`src/rtl/alu_scheduler_pkg.sv`:
```
// rtl/alu_scheduler_pkg.sv - shared constants for the two-port ALU scheduler
//
// Purpose : ALU function codes, scheduler state encodings and the opcode
//           classifier used by alu_scheduler.
// Contents: ALU_* function codes (ALU_MUL = 4'b1111), ST_* state encodings,
//           op_class_t and classify().
// Config  : ALU_SCHED_MUL_EN - when defined, ALU_MUL classifies as a multiply;
//           otherwise it is rejected like any other unknown code.
`ifndef WORD_SIZE
`define WORD_SIZE 16
`endif

package alu_scheduler_pkg;

  localparam logic [3:0] ALU_ADD = 4'b0000;
  localparam logic [3:0] ALU_SUB = 4'b0001;
  localparam logic [3:0] ALU_AND = 4'b0010;
  localparam logic [3:0] ALU_ORR = 4'b0011;
  localparam logic [3:0] ALU_NOT = 4'b0100;
  localparam logic [3:0] ALU_TCP = 4'b0101;
  localparam logic [3:0] ALU_SHL = 4'b0110;
  localparam logic [3:0] ALU_SHR = 4'b0111;
  localparam logic [3:0] ALU_ADI = 4'b1000;
  localparam logic [3:0] ALU_ORI = 4'b1001;
  localparam logic [3:0] ALU_LHI = 4'b1010;
  localparam logic [3:0] ALU_MUL = 4'b1111;

  localparam logic [1:0] ST_IDLE = 2'd0;
  localparam logic [1:0] ST_EXEC = 2'd1;
  localparam logic [1:0] ST_MUL  = 2'd2;
  localparam logic [1:0] ST_RESP = 2'd3;

  typedef enum logic [1:0] {
    OPC_ALU = 2'd0,
    OPC_MUL = 2'd1,
    OPC_ILL = 2'd2
  } op_class_t;

  // Every code up to LHI goes straight to the ALU; the multiply code is only
  // recognised when the sequencer is built in.
  function automatic op_class_t classify(input logic [3:0] func);
    op_class_t cls;
    cls = OPC_ILL;
    if (func <= ALU_LHI) begin
      cls = OPC_ALU;
    end
`ifdef ALU_SCHED_MUL_EN
    else if (func == ALU_MUL) begin
      cls = OPC_MUL;
    end
`endif
    return cls;
  endfunction

endpackage

```
`src/rtl/alu_scheduler_rr_arbiter2.sv`:
```
// rtl/alu_scheduler_rr_arbiter2.sv - combinational two-port round-robin picker
//
// Purpose : Chooses which requester owns the ALU this cycle.
// Ports   : valid[1:0]  in  - per-port request valid
//           last_grant  in  - port granted on the previous accept
//           grant[1:0]  out - one-hot grant, zero when nobody is valid
//           grant_id    out - index of the granted port
module rr_arbiter2 (
  input  logic [1:0] valid,
  input  logic       last_grant,
  output logic [1:0] grant,
  output logic       grant_id
);

  always_comb begin
    grant_id = 1'b0;
    grant    = 2'b00;
    case (valid)
      2'b01:   grant_id = 1'b0;
      2'b10:   grant_id = 1'b1;
      // Under contention the port that did not win last time goes first.
      2'b11:   grant_id = ~last_grant;
      default: grant_id = 1'b0;
    endcase
    if (valid != 2'b00) begin
      grant = grant_id ? 2'b10 : 2'b01;
    end
  end

endmodule

```
`src/rtl/alu_scheduler.sv`:
```
// rtl/alu_scheduler.sv - shares one external ALU between two requesters
//
// Purpose : Round-robin arbitration between the execute path (port 0) and the
//           auxiliary address/immediate path (port 1). Operands are latched,
//           driven onto the ALU for one cycle, and the result is held on a
//           valid/ready response channel.
// Ports   : clk, reset_n (synchronous, active low)
//           req{0,1}_valid/ready/a/b/func - request channels
//           rsp_valid/ready/id/data/err   - response channel
//           alu_a/alu_b/alu_func out, alu_c in - external ALU connection
//           busy                          - state is not IDLE
// Config  : ALU_SCHED_MUL_EN - builds the W-cycle shift-add multiply (func
//           4'b1111) that iterates through the ALU adder; without it that
//           code is answered with rsp_err=1, rsp_data=0.
module alu_scheduler
  import alu_scheduler_pkg::*;
#(
  parameter int W = `WORD_SIZE
) (
  input  logic         clk,
  input  logic         reset_n,
  input  logic         req0_valid,
  output logic         req0_ready,
  input  logic [W-1:0] req0_a,
  input  logic [W-1:0] req0_b,
  input  logic [3:0]   req0_func,
  input  logic         req1_valid,
  output logic         req1_ready,
  input  logic [W-1:0] req1_a,
  input  logic [W-1:0] req1_b,
  input  logic [3:0]   req1_func,
  output logic         rsp_valid,
  input  logic         rsp_ready,
  output logic         rsp_id,
  output logic [W-1:0] rsp_data,
  output logic         rsp_err,
  output logic [W-1:0] alu_a,
  output logic [W-1:0] alu_b,
  output logic [3:0]   alu_func,
  input  logic [W-1:0] alu_c,
  output logic         busy
);

  logic [1:0]   state;
  logic         last_grant;
  logic [W-1:0] a_q;
  logic [W-1:0] b_q;
  logic [3:0]   func_q;
  logic         id_q;
  logic [W-1:0] data_q;
  logic         err_q;

  logic [1:0]   grant;
  logic         grant_id;
  logic         accept;
  logic [W-1:0] sel_a;
  logic [W-1:0] sel_b;
  logic [3:0]   sel_func;

`ifdef ALU_SCHED_MUL_EN
  localparam int CW = $clog2(W + 1);
  logic [W-1:0]  acc;
  logic [W-1:0]  mcand;
  logic [W-1:0]  mplier;
  logic [CW-1:0] cnt;
`endif

  rr_arbiter2 u_arb (
    .valid      ({req1_valid, req0_valid}),
    .last_grant (last_grant),
    .grant      (grant),
    .grant_id   (grant_id)
  );

  // Ready is only offered from IDLE, so a request can never be taken in the
  // same cycle the previous response retires.
  assign req0_ready = (state == ST_IDLE) & grant[0];
  assign req1_ready = (state == ST_IDLE) & grant[1];
  assign accept     = req0_ready | req1_ready;

  assign sel_a    = grant_id ? req1_a    : req0_a;
  assign sel_b    = grant_id ? req1_b    : req0_b;
  assign sel_func = grant_id ? req1_func : req0_func;

  assign rsp_valid = (state == ST_RESP);
  assign rsp_id    = id_q;
  assign rsp_data  = data_q;
  assign rsp_err   = err_q;
  assign busy      = (state != ST_IDLE);

  // The ALU sees zeros except while an op is actually using it, so idle and
  // response cycles cause no switching on the shared datapath.
  always_comb begin
    alu_a    = '0;
    alu_b    = '0;
    alu_func = ALU_ADD;
    case (state)
      ST_EXEC: begin
        alu_a    = a_q;
        alu_b    = b_q;
        alu_func = func_q;
      end
`ifdef ALU_SCHED_MUL_EN
      ST_MUL: begin
        alu_a    = acc;
        alu_b    = mcand;
        alu_func = ALU_ADD;
      end
`endif
      default: begin
        alu_a    = '0;
        alu_b    = '0;
        alu_func = ALU_ADD;
      end
    endcase
  end

  always_ff @(posedge clk) begin
    if (!reset_n) begin
      state      <= ST_IDLE;
      last_grant <= 1'b1;
      a_q        <= '0;
      b_q        <= '0;
      func_q     <= '0;
      id_q       <= 1'b0;
      data_q     <= '0;
      err_q      <= 1'b0;
`ifdef ALU_SCHED_MUL_EN
      acc        <= '0;
      mcand      <= '0;
      mplier     <= '0;
      cnt        <= '0;
`endif
    end else begin
      case (state)
        ST_IDLE: begin
          if (accept) begin
            a_q        <= sel_a;
            b_q        <= sel_b;
            func_q     <= sel_func;
            id_q       <= grant_id;
            last_grant <= grant_id;
            err_q      <= 1'b0;
            case (classify(sel_func))
              OPC_ALU: state <= ST_EXEC;
`ifdef ALU_SCHED_MUL_EN
              OPC_MUL: begin
                acc    <= '0;
                mcand  <= sel_a;
                mplier <= sel_b;
                cnt    <= '0;
                state  <= ST_MUL;
              end
`endif
              default: begin
                // Rejected codes answer immediately without touching the ALU.
                data_q <= '0;
                err_q  <= 1'b1;
                state  <= ST_RESP;
              end
            endcase
          end
        end
        ST_EXEC: begin
          data_q <= alu_c;
          state  <= ST_RESP;
        end
`ifdef ALU_SCHED_MUL_EN
        ST_MUL: begin
          // One multiplier bit per cycle; the adder result is only kept when
          // that bit is set. Always W iterations so latency is fixed.
          if (mplier[0]) begin
            acc <= alu_c;
          end
          mcand  <= mcand << 1;
          mplier <= mplier >> 1;
          cnt    <= cnt + CW'(1);
          if (cnt == CW'(W - 1)) begin
            data_q <= mplier[0] ? alu_c : acc;
            state  <= ST_RESP;
          end
        end
`endif
        ST_RESP: begin
          if (rsp_ready) begin
            state <= ST_IDLE;
          end
        end
        default: state <= ST_IDLE;
      endcase
    end
  end

endmodule

```
`config.mk`:
```
export PLATFORM = sky130hd
export DESIGN_NAME = alu_scheduler
export DESIGN_NICKNAME = d
export VERILOG_FILES = /design/src/rtl/alu_scheduler_pkg.sv /design/src/rtl/alu_scheduler_rr_arbiter2.sv /design/src/rtl/alu_scheduler.sv
export SDC_FILE = /design/constraint.sdc
export NUM_CORES = 1
export LEC_CHECK = 0
export ABC_CLOCK_PERIOD_IN_PS = 1750
export CAP_MARGIN = 20
export CORE_AREA = 2 2 90 92
export DETAILED_ROUTE_END_ITERATION = 6
export DIE_AREA = 0 0 92 94
export GPL_TIMING_DRIVEN = 1
export MAX_ROUTING_LAYER = met4
export PLACE_DENSITY = 0.76
export SETUP_SLACK_MARGIN = 0.15
export SLEW_MARGIN = 20
export SYNTH_ARGS = -nofsm -noshare
export SYNTH_HDL_FRONTEND = slang
export SYNTH_SLANG_ARGS = --single-unit
```
`constraint.sdc`:
```
create_clock -name clk -period 1.75 [get_ports clk]
set_input_delay 0.2625 -clock clk [delete_from_list [all_inputs] [get_ports clk]]
set_output_delay 0.2625 -clock clk [all_outputs]
set_load 0.03 [all_outputs]
```
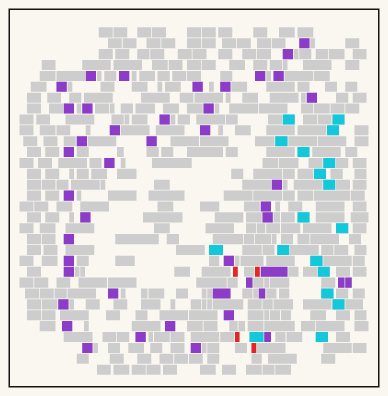
Run 1: gate-type map
Drawn at 4 px/um.
[red] inverters | cells: 4
[purple] inverting AOI/OAI gates | cells: 44
[cyan] AND-OR and OR-AND gates | cells: 18

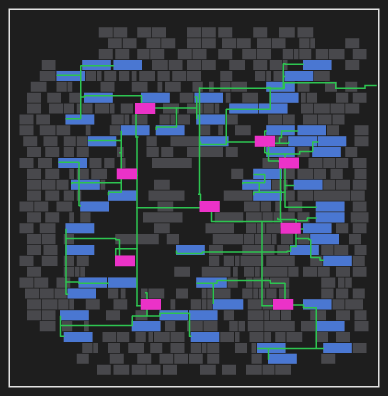
Run 1: clock distribution
Drawn at 4 px/um.
[magenta] clock drivers | count: 9
[blue] flip-flops | count: 57
[green] clock wires | length: 758 um
flops lie: all over the die
routed clock nets: 10

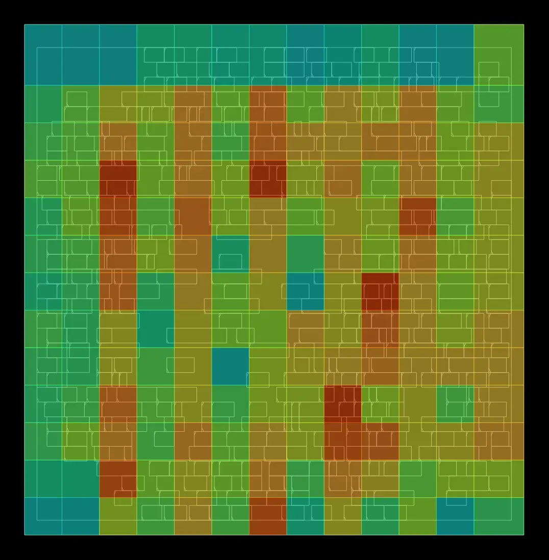
Run 1: track usage over the die
GRT Total Usage: 19.41%
grt peak-use layer: met2
grt met2 use: 33.52%
routing usage on met3: 4.575%
fin util: 64.18%

==> out/summary.txt, run 1 <==
Worst Max-Slew Pin Slew: 0.6078 ns
Setup violators final: 20
Max_slew headroom: 59.48%
Setup ws final: -0.04345 ns
Floorplan Nets: 363
XOR-XNOR Cells, Area Fraction: 0%
Post-place instance area: 4208 um^2
Clock power share: 27.7%
First-pass GRT wire length: 12,810 um
Cell count after placement: 517
Syn. warnings: 0
Clk_skew: 0.005916 ns
Total CTS buffers: 9
CP max FO: 8
Seq area share: 23.42%
Drt via density: 4.916
Failing checks: negative setup slack
Hold Violations, Final: 0
Inverters: 4
Most numerous logic cell after layout: clkdlybuf4s50_1
Synth top cells by count: dfxtp_1, nor2_1, and2_1
Worst reg-to-reg setup slack: -0.04 ns
Layout cells sized above 1: 29.73%
NetSw: 1303 uW
Pre-CTS setup slack: -0.4443 ns
Fillers: 650
Drt first pass iters: 4
CTS Root Cell: clkbuf_8
Crit end category: register
Initial antenna violation count: 0
Die X: 92 um
Crit path launch: state[0]$_SDFFE_PN0P_
Aoi share: 18.63%
Post-CTS Resized: 70
CP max-delay cell: or3b_4
Setup bufs post-CTS: 9
Met3 WL: 584 um
Max-cap viol count: 0
Worst Path Required: 1.97 ns
Setup CP Type: reg2reg
Switch share: 30.68%
Worst path max stage delay: 0.41 ns
Detailed-route DRC error count: 0
Biggest area cells: dfxtp_1, mux2i_1, a211oi_1
Synth top area share: 44.47%
Status: finished with violations
Comb pwr: 1510 uW
Clk slew on worst S/H paths: 0.06 ns
Cell family with most CP delay: simple AND/OR/NAND/NOR gates
Most common cell on crit path: nor4_4
Max frequency: 0.5576 GHz
Worst hold path class: reg2reg
Clock-cell share: 3.742%
Run 1, signal metal coverage by tile:
Drawn at 4 px/um. The die is cut into 18 by 19 equal tiles; white is low, dark blue is high, scaled to the fullest tile. Values are wire area over tile area, all layers added.
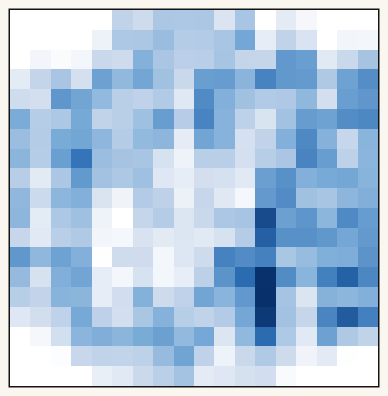

==> run 1 -> run 2 <==
--- a/config.mk
+++ b/config.mk
@@ -7,12 +7,13 @@
 export LEC_CHECK = 0
 export ABC_CLOCK_PERIOD_IN_PS = 1750
 export CAP_MARGIN = 20
-export CORE_AREA = 2 2 90 92
+export CORE_AREA = 2 2 71 73
 export DETAILED_ROUTE_END_ITERATION = 6
-export DIE_AREA = 0 0 92 94
+export DIE_AREA = 0 0 73 75
+export DONT_BUFFER_PORTS = 1
 export GPL_TIMING_DRIVEN = 1
 export MAX_ROUTING_LAYER = met4
-export PLACE_DENSITY = 0.76
+export PLACE_DENSITY = 0.73
 export SETUP_SLACK_MARGIN = 0.15
 export SLEW_MARGIN = 20
 export SYNTH_ARGS = -nofsm -noshare
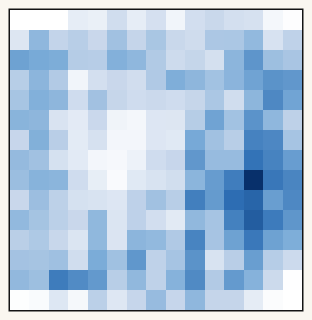
Run 2: signal metal coverage by tile
Drawn at 4 px/um. The die is cut into 15 by 15 equal tiles; white is low, dark blue is high, scaled to the fullest tile. Values are wire area over tile area, all layers added.
fullest tile: 0.58
emptiest ninth of the die: middle
tiles over half the peak: 20%
densest ninth of the die: right middle
nearly empty tiles: 3.6%
DRT Wirelength: 6537 um
GRT Total Usage: 23.54%
total number of vias: 2,053
WL per Instance: 18.95 um

==> run 2 against run 1 <==
Effect of this change: the flow now finishes without violations; count of clock-buffer cells in the layout stayed put; register-to-register slack better by 0.05 ns; power is 9.7% lower; global-route usage is 4.1 points higher; sequential share of layout area is 12 points higher; critical endpoint is now rsp_data[2]$_SDFFE_PN0P_; largest cell class is now combinational gates; highest routed layer unchanged.
==> out/summary.txt, run 2 <==
Most common cell on crit path: nor4_4
Setup violators final: 0
Post-place instance area: 2764 um^2
Biggest area cells: dfxtp_1, mux2i_1, a211oi_1
Worst reg-to-reg setup slack: 0.008 ns
Die height: 75 um
Grt met2 use: 37.74%
Worst hold path class: in2reg
Logic family by area: simple AND/OR/NAND/NOR gates
Initial antenna violation count: 0
XOR-XNOR Cells, Area Fraction: 0%
Most numerous logic cell after layout: dfxtp_1
Worst Max-Slew Pin Slew: 0.5419 ns
Drt via density: 5.951
NetSw: 1235 uW
Syn. warnings: 0
Synth top area share: 44.47%
Aoi share: 18.63%
Fin util: 69.66%
Clk_skew: 0.01024 ns
Cell count after placement: 317
Setup ws final: 0.008454 ns
CP max-delay cell: or3b_4
Die X: 73 um
Worst Path Required: 1.97 ns
Total CTS buffers: 9
Core ar.: 4661 um^2
Setup bufs post-CTS: 5
Simple share: 18.82%
Layout cells sized above 1: 30.58%
Worst path max stage delay: 0.43 ns
Detailed-route DRC error count: 0
DP Wirelength: 4174 um
Max_slew headroom: 63.87%
Status: finished, final reports clean
Met3 WL: 553 um
Synth top cells by count: dfxtp_1, nor2_1, and2_1
Clock-cell share: 6.281%
Routing usage on met3: 10.31%
Hold Violations, Final: 0
Fin crit period: 1.742 ns
Clock power share: 32.5%
Grt peak-use layer: met2
Setup CP Type: reg2reg
Post-synth regs: 57
Post-synthesis sequential area ratio: 44.47%
Logic pwr share: 25.0%
Antenna Violating Nets Remaining: 0
Comb pwr: 959 uW
Pre-CTS setup slack: 0.005021 ns
Fillers: 376
Floorplan Nets: 363
CTS Root Cell: clkbuf_8
Largest net degree at the start of global routing: 41
Most numerous logic cells after layout: dfxtp_1, nor2_1, and2_4, a211oi_1, mux2i_1
First-pass GRT wire length: 9218 um
Startpoint types: register
Seq area share: 35.22%
Crit end category: register
Max-cap viol count: 0
Drt first pass iters: 4
Clk slew on worst S/H paths: 0.07 ns
Inverters: 4
Switch share: 32.23%
==> run 2 -> run 3 <==
--- a/config.mk
+++ b/config.mk
@@ -13,7 +13,7 @@
 export DONT_BUFFER_PORTS = 1
 export GPL_TIMING_DRIVEN = 1
 export MAX_ROUTING_LAYER = met4
-export PLACE_DENSITY = 0.73
+export PLACE_DENSITY_LB_ADDON = 0.05
 export SETUP_SLACK_MARGIN = 0.15
 export SLEW_MARGIN = 20
 export SYNTH_ARGS = -nofsm -noshare
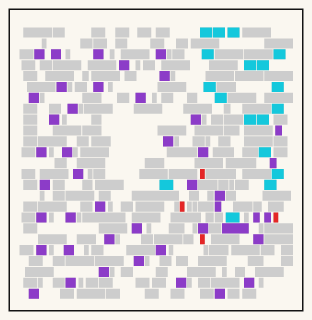
Run 3: gate-type map
Drawn at 4 px/um.
[red] inverters | cells: 4
[purple] inverting AOI/OAI gates | cells: 44 | where: all over the die
[cyan] AND-OR and OR-AND gates | cells: 18

==> run 3 against run 2 <==
Effect of this change: synthesized cell count did not move; area after synthesis is the same; via count fell by 4.5%; power is 4.2% lower; clock power down 5%; first-iteration DRC count is 29% lower; count of clock-buffer cells in the layout down 1.
==> out/summary.txt, run 3 <==
Status: finished, final reports clean
Worst reg-to-reg setup slack: 0.18 ns
Crit path launch: state[0]$_SDFFE_PN0P_
Largest net degree at the start of global routing: 41
Routing usage on met3: 6.426%
Maximum vdd drop: 713.2 uV
Core ar.: 4661 um^2
CTS Root Cell: clkbuf_8
Setup crit end: req0_ready
GRT Total Usage: 22.20%
Max frequency: 0.6140 GHz
Synth top area share: 44.47%
Cell count after placement: 310
Drt first pass iters: 4
Grt met2 use: 32.63%
Met3 WL: 507 um
Worst Max-Slew Pin Slew: 0.4428 ns
Max-cap viol count: 0
Unrepaired setup endpoints after global routing: true
First-pass GRT wire length: 8894 um
Aoi share: 18.63%
Worst path max stage delay: 0.44 ns
CP max FO: 5
Post-synth regs: 57
Worst Path Required: 1.49 ns
Startpoint types: register
Seq area share: 37.41%
Post-synthesis sequential area ratio: 44.47%
Inverters: 4
Biggest area cells: dfxtp_1, mux2i_1, a211oi_1
NetSw: 1184 uW
Clk_skew: 0.006708 ns
Max_slew headroom: 70.48%
Grt peak-use layer: met2
Fillers: 404
DP Wirelength: 3815 um
Clk slew on worst S/H paths: 0.07 ns
DRT Wirelength: 5800 um
Antenna Violating Nets Remaining: 0
Post-place instance area: 2661 um^2
CLK BUF: 9
Setup ws final: 0.1213 ns
Setup violators final: 0
Clock-cell share: 6.386%
Max Used Layer: met4
Initial antenna violation count: 0
Pre-CTS setup slack: -0.01095 ns
Fin util: 65.58%
Logic pwr share: 23.5%
WL per Instance: 17.52 um
Synth async-reset ratio: 0%
Hold Violations, Final: 0
Post-Synthesis Cells: 270
Worst hold path class: in2reg
Number of logged tool warnings: 29
CP max-delay cell: or3b_4
Cell family with most CP delay: simple AND/OR/NAND/NOR gates
Die height: 75 um
Most numerous logic cell after layout: dfxtp_1
Detailed-route DRC error count: 0
Simple share: 18.82%
Hold wc startpoint: alu_c[6]
Post-CTS Resized: 78
Setup bufs post-CTS: 4
Comb pwr: 862 uW
Drt via density: 5.924
WP buf/inv: 1
Switch share: 32.26%
Crit end category: primary output
Most numerous logic cells after layout: dfxtp_1, nor2_1, and2_4, a211oi_1, mux2i_1
Synth top cells by count: dfxtp_1, nor2_1, and2_1
Die X: 73 um
Logic family by area: simple AND/OR/NAND/NOR gates
Layout cells sized above 1: 27.80%
Total number of vias: 1,961
Fin crit period: 1.629 ns
Total CTS buffers: 9
Floorplan Nets: 363

## Gallery

Nets reached from selected ports.
panel A
Drawn at 6 px/um.
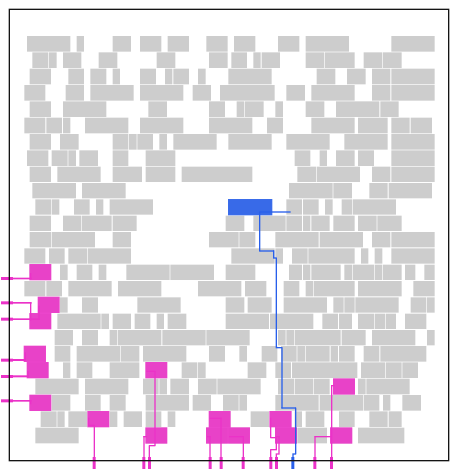
panel B
Drawn at 4 px/um.
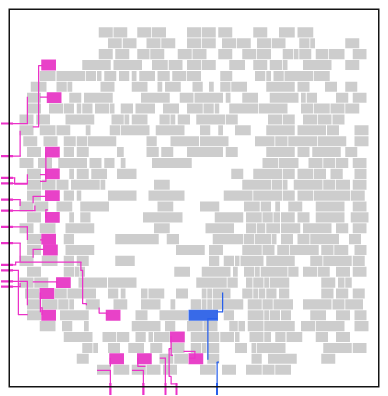
- panel A = run 2
- panel B = run 1

Power figures rest on the tool's default switching activity, not on a simulated workload.
